run_1/ff_map.png
The bar under the picture is 20 um long. Other sequential cells in the stronger grey, the rest of the logic in the fainter grey.
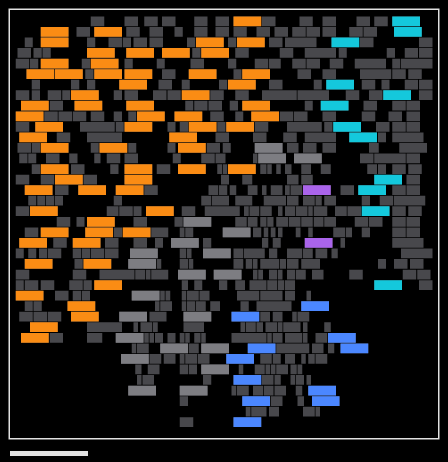
run_1/layers.png
Two of the layers only.
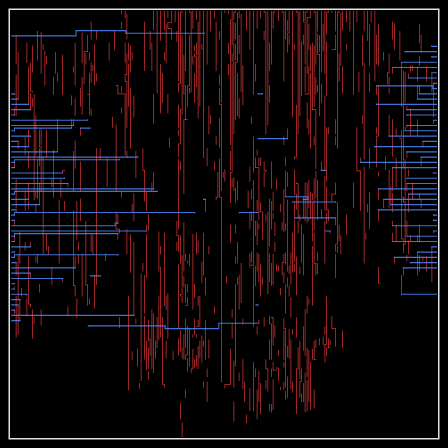
run_1/clock_nets.png
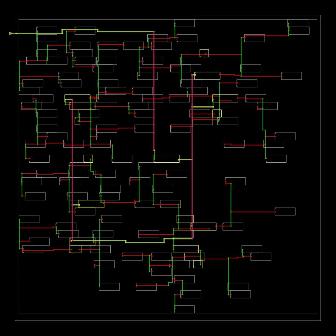
==> src/rtl/page_pkg.sv <==
// ---------------------------------------------------------------------------
// page_pkg
// Shared definitions for the VGA page switcher:
//   - default page count and pixel width used by the top level
//   - page-select FSM state encoding
//   - page index helpers (wrap-increment, wrap-decrement, range check)
// ---------------------------------------------------------------------------
package page_pkg;

    localparam int DEF_NUM_PAGES = 4;
    localparam int DEF_PIX_W     = 12;

    typedef enum logic [0:0] {
        IDLE    = 1'b0,
        PENDING = 1'b1
    } page_state_e;

    // Next page index, wrapping the last page back to page 0.
    function automatic int unsigned wrap_inc(input int unsigned page,
                                             input int unsigned num_pages);
        if (page >= (num_pages - 32'd1)) begin
            return 32'd0;
        end else begin
            return page + 32'd1;
        end
    endfunction

    // Previous page index, wrapping page 0 back to the last page.
    function automatic int unsigned wrap_dec(input int unsigned page,
                                             input int unsigned num_pages);
        if (page == 32'd0) begin
            return num_pages - 32'd1;
        end else begin
            return page - 32'd1;
        end
    endfunction

    // True when a page index names an existing page.
    function automatic logic page_in_range(input int unsigned page,
                                           input int unsigned num_pages);
        return (page < num_pages);
    endfunction

endpackage

==> src/rtl/req_edge_filter.sv <==
// ---------------------------------------------------------------------------
// req_edge_filter
// Conditions one raw page-request level (key matrix / PS2) for the vga_clk
// domain: 2-FF synchroniser, rising-edge detector and a lockout counter.
//
// Ports:
//   clk        pixel clock
//   rst        synchronous active-high reset
//   req_level  raw asynchronous request level
//   lock_load  parent accepted a request; (re)start the lockout window
//   req_edge   one-cycle pulse on a synchronised rising edge (not gated)
//   lock_busy  lockout window still running
//
// The parent drives the same lock_load into every instance, so all lockout
// counters run in lockstep and behave as one counter shared by the inputs.
// ---------------------------------------------------------------------------
module req_edge_filter #(
    parameter int LOCKOUT_CYC = 1024
) (
    input  logic clk,
    input  logic rst,
    input  logic req_level,
    input  logic lock_load,
    output logic req_edge,
    output logic lock_busy
);

    localparam int CNT_W = (LOCKOUT_CYC > 0) ? $clog2(LOCKOUT_CYC + 1) : 1;

    logic             sync1_r;
    logic             sync2_r;
    logic             sync3_r;
    logic [CNT_W-1:0] cnt_r;

    // Synchroniser, edge history and lockout countdown.
    always_ff @(posedge clk) begin
        if (rst) begin
            // Reset high so a key held through reset yields no edge until
            // it is released and pressed again.
            sync1_r <= 1'b1;
            sync2_r <= 1'b1;
            sync3_r <= 1'b1;
            cnt_r   <= {CNT_W{1'b0}};
        end else begin
            sync1_r <= req_level;
            sync2_r <= sync1_r;
            sync3_r <= sync2_r;
            if (lock_load) begin
                cnt_r <= CNT_W'(LOCKOUT_CYC);
            end else if (cnt_r != {CNT_W{1'b0}}) begin
                cnt_r <= cnt_r - CNT_W'(1);
            end else begin
                cnt_r <= cnt_r;
            end
        end
    end

    assign req_edge  = sync2_r & ~sync3_r;
    assign lock_busy = (cnt_r != {CNT_W{1'b0}});

endmodule

==> src/rtl/page_switcher.sv <==
// ---------------------------------------------------------------------------
// page_switcher
// Selects one of NUM_PAGES page renderers for the VGA timing block and routes
// matrix-key controls only to the active page. Page changes (next / prev /
// direct select) are held pending and committed only on frame_start, so a
// frame never mixes two pages. Everything runs in the vga_clk domain.
//
// Ports:
//   vga_clk, vga_rst   pixel clock, synchronous active-high reset
//   next_req/prev_req  raw levels; rising edge requests next/previous page
//   sel_valid/sel_page one-cycle direct-select request and its target
//   frame_start        one-cycle pulse at pixel (0,0); commit point
//   ctrl_in/ctrl_out   key vector in; per-page key vectors out (1-cycle)
//   pix_in/pix_out     per-page pixels in; selected pixel out (1-cycle)
//   cur_page           committed page
//   switch_pending     a change is waiting for frame_start
//   page_changed       one-cycle pulse the cycle after a commit
// ---------------------------------------------------------------------------
module page_switcher
    import page_pkg::*;
#(
    parameter  int NUM_PAGES   = DEF_NUM_PAGES,
    parameter  int PIX_W       = DEF_PIX_W,
    parameter  int CTRL_W      = 16,
    parameter  int INIT_PAGE   = 0,
    parameter  int LOCKOUT_CYC = 1024,
    localparam int PAGE_W      = $clog2(NUM_PAGES)
) (
    input  logic                        vga_clk,
    input  logic                        vga_rst,
    input  logic                        next_req,
    input  logic                        prev_req,
    input  logic                        sel_valid,
    input  logic [PAGE_W-1:0]           sel_page,
    input  logic                        frame_start,
    input  logic [CTRL_W-1:0]           ctrl_in,
    output logic [NUM_PAGES*CTRL_W-1:0] ctrl_out,
    input  logic [NUM_PAGES*PIX_W-1:0]  pix_in,
    output logic [PIX_W-1:0]            pix_out,
    output logic [PAGE_W-1:0]           cur_page,
    output logic                        switch_pending,
    output logic                        page_changed
);

    logic                        next_edge_s;
    logic                        prev_edge_s;
    logic                        next_busy_s;
    logic                        prev_busy_s;
    logic                        busy_s;
    logic                        next_acc_s;
    logic                        prev_acc_s;
    logic                        sel_ok_s;
    logic                        lock_load_s;
    logic                        req_valid_s;
    logic [PAGE_W-1:0]           req_target_s;
    logic [PAGE_W-1:0]           base_s;
    logic                        commit_s;
    page_state_e                 state_r;
    page_state_e                 state_nx_s;
    logic [PAGE_W-1:0]           pend_page_r;
    logic [PAGE_W-1:0]           pend_nx_s;
    logic [PAGE_W-1:0]           cur_page_r;
    logic [PAGE_W-1:0]           cur_nx_s;
    logic                        pending_r;
    logic                        changed_r;
    logic [PIX_W-1:0]            pix_out_r;
    logic [NUM_PAGES*CTRL_W-1:0] ctrl_out_r;
    logic [NUM_PAGES*CTRL_W-1:0] ctrl_nx_s;

    req_edge_filter #(
        .LOCKOUT_CYC (LOCKOUT_CYC)
    ) u_next_filter (
        .clk       (vga_clk),
        .rst       (vga_rst),
        .req_level (next_req),
        .lock_load (lock_load_s),
        .req_edge  (next_edge_s),
        .lock_busy (next_busy_s)
    );

    req_edge_filter #(
        .LOCKOUT_CYC (LOCKOUT_CYC)
    ) u_prev_filter (
        .clk       (vga_clk),
        .rst       (vga_rst),
        .req_level (prev_req),
        .lock_load (lock_load_s),
        .req_edge  (prev_edge_s),
        .lock_busy (prev_busy_s)
    );

    assign busy_s     = next_busy_s | prev_busy_s;
    assign next_acc_s = next_edge_s & ~busy_s;
    assign prev_acc_s = prev_edge_s & ~busy_s;
    assign sel_ok_s   = sel_valid & page_in_range(32'(sel_page), NUM_PAGES);

    // Request decode: direct select beats next/prev; simultaneous next and
    // prev cancel. The lockout is loaded only by a next/prev that actually
    // drives the decode.
    always_comb begin
        base_s       = (state_r == PENDING) ? pend_page_r : cur_page_r;
        req_valid_s  = 1'b0;
        req_target_s = base_s;
        lock_load_s  = 1'b0;
        if (sel_ok_s) begin
            req_valid_s  = 1'b1;
            req_target_s = sel_page;
        end else if (next_acc_s && !prev_acc_s) begin
            req_valid_s  = 1'b1;
            req_target_s = PAGE_W'(wrap_inc(32'(base_s), NUM_PAGES));
            lock_load_s  = 1'b1;
        end else if (prev_acc_s && !next_acc_s) begin
            req_valid_s  = 1'b1;
            req_target_s = PAGE_W'(wrap_dec(32'(base_s), NUM_PAGES));
            lock_load_s  = 1'b1;
        end else begin
            req_valid_s  = 1'b0;
        end
    end

    // Page FSM next-state: retarget while pending, commit on frame_start.
    // In PENDING, base_s is pend_page_r, which is also the page being
    // committed, so a request in the commit cycle is already relative to it.
    always_comb begin
        state_nx_s = state_r;
        pend_nx_s  = pend_page_r;
        cur_nx_s   = cur_page_r;
        commit_s   = 1'b0;
        case (state_r)
            IDLE: begin
                if (req_valid_s && (req_target_s != cur_page_r)) begin
                    pend_nx_s  = req_target_s;
                    state_nx_s = PENDING;
                end else begin
                    state_nx_s = IDLE;
                end
            end
            PENDING: begin
                if (frame_start) begin
                    commit_s = 1'b1;
                    cur_nx_s = pend_page_r;
                    if (req_valid_s && (req_target_s != pend_page_r)) begin
                        pend_nx_s  = req_target_s;
                        state_nx_s = PENDING;
                    end else begin
                        state_nx_s = IDLE;
                    end
                end else if (req_valid_s) begin
                    if (req_target_s == cur_page_r) begin
                        state_nx_s = IDLE;
                    end else begin
                        pend_nx_s  = req_target_s;
                        state_nx_s = PENDING;
                    end
                end else begin
                    state_nx_s = PENDING;
                end
            end
            default: begin
                state_nx_s = IDLE;
            end
        endcase
    end

    // Key routing: only the committed page sees ctrl_in; all slices are
    // blanked in the commit cycle so a held key never reaches both pages.
    always_comb begin
        ctrl_nx_s = {(NUM_PAGES*CTRL_W){1'b0}};
        for (int k = 0; k < NUM_PAGES; k++) begin
            if (!commit_s && (int'(cur_page_r) == k)) begin
                ctrl_nx_s[k*CTRL_W +: CTRL_W] = ctrl_in;
            end else begin
                ctrl_nx_s[k*CTRL_W +: CTRL_W] = {CTRL_W{1'b0}};
            end
        end
    end

    // State, committed page and registered outputs.
    always_ff @(posedge vga_clk) begin
        if (vga_rst) begin
            state_r     <= IDLE;
            pend_page_r <= PAGE_W'(INIT_PAGE);
            cur_page_r  <= PAGE_W'(INIT_PAGE);
            pending_r   <= 1'b0;
            changed_r   <= 1'b0;
            pix_out_r   <= {PIX_W{1'b0}};
            ctrl_out_r  <= {(NUM_PAGES*CTRL_W){1'b0}};
        end else begin
            state_r     <= state_nx_s;
            pend_page_r <= pend_nx_s;
            cur_page_r  <= cur_nx_s;
            pending_r   <= (state_nx_s == PENDING);
            changed_r   <= commit_s;
            pix_out_r   <= pix_in[32'(cur_page_r) * PIX_W +: PIX_W];
            ctrl_out_r  <= ctrl_nx_s;
        end
    end

    assign ctrl_out       = ctrl_out_r;
    assign pix_out        = pix_out_r;
    assign cur_page       = cur_page_r;
    assign switch_pending = pending_r;
    assign page_changed   = changed_r;

endmodule

==> config.mk <==
export PLATFORM = sky130hd
export DESIGN_NAME = page_switcher
export DESIGN_NICKNAME = d
export VERILOG_FILES = /design/src/rtl/page_pkg.sv /design/src/rtl/req_edge_filter.sv /design/src/rtl/page_switcher.sv
export SDC_FILE = /design/constraint.sdc
export NUM_CORES = 1
export LEC_CHECK = 0
export CAP_MARGIN = 10
export CORE_UTILIZATION = 35
export CTS_CLUSTER_DIAMETER = 30
export DETAILED_ROUTE_END_ITERATION = 16
export PLACE_DENSITY_LB_ADDON = 0.2
export SLEW_MARGIN = 20
export SYNTH_ARGS = -nofsm -noshare
export SYNTH_HDL_FRONTEND = slang
export SYNTH_SLANG_ARGS = --single-unit
export TNS_END_PERCENT = 20
==> constraint.sdc <==
create_clock -name vga_clk -period 3 [get_ports vga_clk]
set_input_delay 0.9 -clock vga_clk [delete_from_list [all_inputs] [get_ports vga_clk]]
set_output_delay 0.9 -clock vga_clk [all_outputs]
set_load 0.05 [all_outputs]
==> out/metrics.yaml, run 1 <==
status: "finished, violations left"
violations: "setup timing"
dr.pass1.iters: 4
crit_slowest_cell: "or4_4"
internal_power_mw: 2.85
required_ns: 3.28
die_height_um: 110
highest_layer: "met4"
cts_root_buffer: "clkbuf_16"
min-delay-start: "u_prev_filter.sync1_r"
layout_top_cells: "clkdlybuf4s50_1 (149), dfxtp_1 (110), and2_1 (76), nor2_1 (26), buf_4 (26)"
grt_use_met2_pct: 27.0
mostFrequentLayoutCell: "clkdlybuf4s50_1"
synth_cells: 385
finalCritPeriodShare_pct: 102
clock-sinks: 110
rsz0062_at_grt: "yes"
ys_cells: 385
setup_slack_ns: -0.0657
fillers: 1012
gp_congestion: 0.819
tightest_slew_ns: 0.678
rr_worst_depth: 13
cap_violations: 0
area_growth_pct: 52.7
numCtsBuffers: 9
via_per_inst: 4.55
relSlewSlack_pct: 54.8
finalSetupViolCount: 2
cts.clk_slew.worst_paths_ns: 0.08
antenna_cells: 0
p_leak_nw: 2.45
r2r_end: "pend_page_r[0]"
largest_area_cell: "dfxtp_1"
fp-utilization_pct: 36.0
place_area_um2: 5930
port_buffers: 151
hold_path_end: "u_prev_filter.sync2_r"
final_core_util_pct: 55.0
die_width_um: 110
Back to the opening pictures, ff_map.png:
name in the netlist	colour	flops
`ctrl_out`	orange	64
`pix_out`	cyan	12
`pend_page_r`	purple	2
`u_prev_filter.cnt_r`	blue	11
not coloured	21
Reg area: 2200 um^2
Seq area share: 35.1%

Back to the opening pictures, layers.png:
layer	colour	wire length
M2	red	4,630 um
M3	blue	1,010 um
vias post-DR: 3,210
Routed WL per cell: 14.2 um

Back to the opening pictures, clock_nets.png:
CLK BUF: 9
skew final: 0.00879 ns

==> run 1: final cells by class <==
class | count | area, um^2 | area share (%)
Clock buffer | 9 | 225 | 3.59
Clock inverter | 7 | 67.6 | 1.08
Inverter | 11 | 41.3 | 0.658
Multi-Input combinational cell | 249 | 1850 | 29.5
Sequential cell | 110 | 2200 | 35.1
Tap cell | 143 | 179 | 2.85
Timing Repair Buffer | 176 | 1710 | 27.2
==> run 1: power by group through the flow <==
| stage | Clock, mW | Sequential [mW] | Combinational, mW |
|---|---|---|---|
| after floorplan | 0 | 1.84 | 0.739 |
| after global placement | 0 | 1.77 | 1.19 |
| after detailed placement | 0 | 1.77 | 1.21 |
| after CTS | 1.18 | 1.74 | 1.26 |
| after global routing | 1.25 | 1.77 | 1.42 |
| final | 1.15 | 1.74 | 1.26 |
run_1/util_map.png
The bar under the picture is 20 um long. 11 x 11 tiles, from dark purple (low) to yellow (high), 0 to 100% covered.
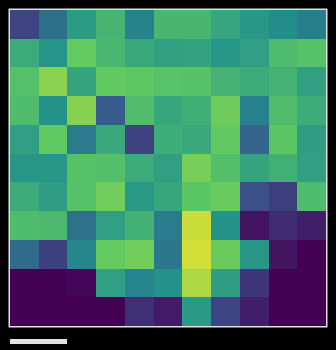

==> inputs of run 2 (changes only) <==
==> constraint.sdc (replaced) <==
create_clock -name vga_clk -period 3 [get_ports vga_clk]
set_input_delay 0.3 -clock vga_clk [delete_from_list [all_inputs] [get_ports vga_clk]]
set_output_delay 0.3 -clock vga_clk [all_outputs]
set_load 0.05 [all_outputs]
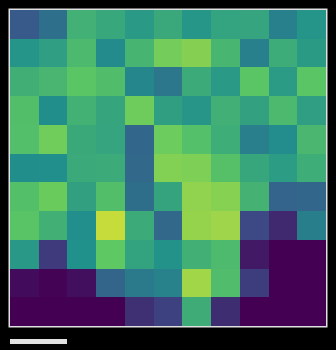
run_2/util_map.png
The bar under the picture is 20 um long. 11 x 11 tiles, from dark purple (low) to yellow (high), 0 to 100% covered.
tiles over 75% full	12%
emptiest ninth of the die	south-east
mean over tiles	50%
nearly empty tiles	9.9%
fullest tile	91%
Std-Cell Core Area: 11,400 um^2
fin util: 54.9%
Starting Density: 36.0%

==> run 2 against run 1 <==
- the run still ends with setup timing left
- setup slack improved by 0.025 ns
- highest routed layer unchanged
- cell count fell by 0.43%
- critical endpoint unchanged
- routed wire length increased by 0.77%
- global-route usage up 0.14 points
- sequential cell count stayed put
- clock power barely moved
- synthesized cell count is the same
- sequential share of layout area about the same
- design area barely moved
- maximum frequency up 0.83%
- via count is 1.2% higher
- largest cell class unchanged
==> out/metrics.yaml, run 2 <==
clock-sinks: 110  # unchanged
gp_congestion: 0.858  # +4.8%
place_hpwl_um: 7350
antenna_cells: 0  # unchanged
finalSetupViolCount: 2  # unchanged
synth_seq_share_pct: 53.6
die_height_um: 110  # unchanged
place_area_um2: 5900  # -0.51%
dr.pass1.iters: 4  # unchanged
hold_path_end: "u_prev_filter.sync2_r"
die_width_um: 110  # unchanged
p_clk_mw: 1.13  # about the same
status: "finished, violations left"
min-delay-start: "u_prev_filter.sync1_r"
p_comb_mw: 1.25  # about the same
netSwitchingFraction_pct: 31.0
internal_power_mw: 2.85  # about the same
crit_slowest_cell: "or4_4"
largest_area_cell: "dfxtp_1"
mostFrequentLayoutCell: "clkdlybuf4s50_1"
setup_slack_ns: -0.0405  # +0.0252 ns
port_buffers: 151  # unchanged
seqPwrFrac_pct: 42.4
via_count: 3249  # +1.2%
grt_use_met2_pct: 28.3  # +1.4 points
dieArea_um2: 12200
largest_reg_flops: 64
violations: "setup timing"
rsz0062_at_grt: "yes"
cts_root_buffer: "clkbuf_16"
post_drt_wl_per_cell_um: 14.3  # +1.2%
finalCritPeriodShare_pct: 101  # -0.84 points
highest_layer: "met4"
r2r_end: "pend_page_r[0]"
p_leak_nw: 2.43  # -0.60%
relSlewSlack_pct: 55.1  # +0.38 points
powerSeq_mw: 1.75  # about the same
cts.clk_slew.worst_paths_ns: 0.07  # about the same
power.group.top: "sequential cells"
layout_top_cells: "clkdlybuf4s50_1 (151), dfxtp_1 (110), and2_1 (76), nor2_1 (26), buf_4 (22)"
required_ns: 3.28  # about the same
cap_violations: 0  # unchanged
synth_cells: 385  # unchanged
via_per_inst: 4.63  # +1.6%
fin_worst_skew_ns: 0.00681  # -0.00198 ns
rr_worst_depth: 13  # unchanged
-- run 2: cell counts after synthesis --
No cell type changed its count.
-- run 2: final cells by class --
class	instances	area [um^2]	area share (%)
well taps	143	179	2.85
inverters	11	41.3	0.659
clock buffers	11	243	3.87
clock inverters	5	40.0	0.639
multi-input cells	249	1890	30.1
repair buffers	173	1680	26.7
flip-flops and latches	110	2200	35.1
-- run 2: cells by family after synthesis --
family | synth area share, %
AND-OR/OR-AND | 4.02
AND/OR/NAND/NOR | 24.6
XOR/XNOR | 5.72
flip-flops | 53.6
buffers and inverters | 2.80
adder cells (fa/ha/maj) | 1.83
multiplexers | 7.49
-- run 2: timing repair --
item,4_1_cts,5_1_grt
endpoints found under the setup margin,2,3
setup buffers,2,1
resized,0,13
cloned,0,0
pin swaps,6,11
run_2/route_heat.png
22 x 22 tiles, from dark purple (low) to yellow (high), scaled to the fullest tile. Values are wire area over tile area, all layers added.
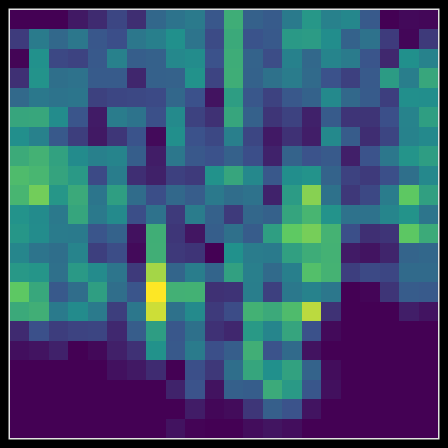

==> inputs of run 3 (changes only) <==
ABC_AREA = 1   (was default)
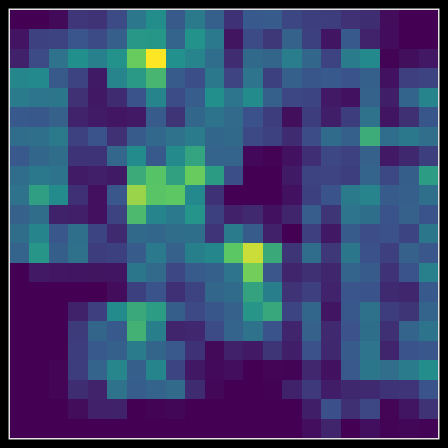
run_3/route_heat.png
22 x 22 tiles, from dark purple (low) to yellow (high), scaled to the fullest tile. Values are wire area over tile area, all layers added.
mean over tiles	0.13
tiles over half the peak	6.8%
fullest tile	0.57
nearly empty tiles	15%
Routed WL per cell: 12.3 um
total track usage: 16.2%
Routed WL: 9400 um
vias post-DR: 3,516

==> run 3 against run 2 <==
- total power down 11%
- worst hold slack better by 0.011 ns
- non-clock buffer count down 15
- the run now ends clean
- routed wire length down 6.6%
- critical endpoint is now switch_pending
==> out/metrics.yaml, run 3 <==
relSlewSlack_pct: 35.8  # -19 points
synth_seq_share_pct: 56.4  # +2.8 points
min-delay-start: "u_next_filter.sync1_r"
dr.pass1.iters: 4  # unchanged
fin_worst_skew_ns: 0.0142  # +0.00741 ns
place_area_um2: 5590  # -5.4%
finalCritPeriodShare_pct: 86.7  # -15 points
layout_top_cells: "clkdlybuf4s50_1 (151), dfxtp_1 (110), nor2_1 (98), inv_1 (53), nand2_1 (46)"
finalSetupViolCount: 0  # -2
cts.clk_slew.worst_paths_ns: 0.11  # +0.04 ns
die_height_um: 108  # -2.5%
place_hpwl_um: 7100  # -3.3%
largest_area_cell: "dfxtp_1"
status: "finished, final reports clean"
rr_worst_depth: 19  # +6
crit_slowest_cell: "dfxtp_1"
synth_cells: 460  # +19%
port_buffers: 151  # unchanged
gp_congestion: 0.924  # +7.7%
core_area_um2: 10800  # -5.1%
cts_setup_buffers: 0  # -2
largest_reg_flops: 64  # unchanged
hold_path_end: "u_next_filter.sync2_r"
fp-utilization_pct: 36.0  # +0.038 points
mostFrequentLayoutCell: "clkdlybuf4s50_1"
highest_layer: "met4"
-- run 3: logic make-up after synthesis --
family                     count (synthesis)  share of synthesized area, %
AOI/OAI and AO/OA                         63                          9.90
and+or+nand+nor                          209                          23.9
xor gates and xnor gates                   7                          1.57
adders and majority gates                  6                          1.92
buffers and inverters                     65                          6.34
DFF                                      110                          56.4
-- run 3: final cells by class --
cell class              count  area, um^2
fillers                  1030        5030
repair buffers            158        1560
well taps                 140         175
multi-input cells         285        1480
clock inverters             6        57.6
clock buffers              10         128
flip-flops and latches    110        2200
inverters                  54         203
-- run 3: power by group --
part           internal [mW]  total, mW  leakage [nW]  switching [mW]
registers               1.60       1.70         0.900           0.101
logic                  0.459       1.11          1.44           0.649
clock network          0.325      0.849        0.0957           0.524
Power is estimated from default activity; no workload was simulated.
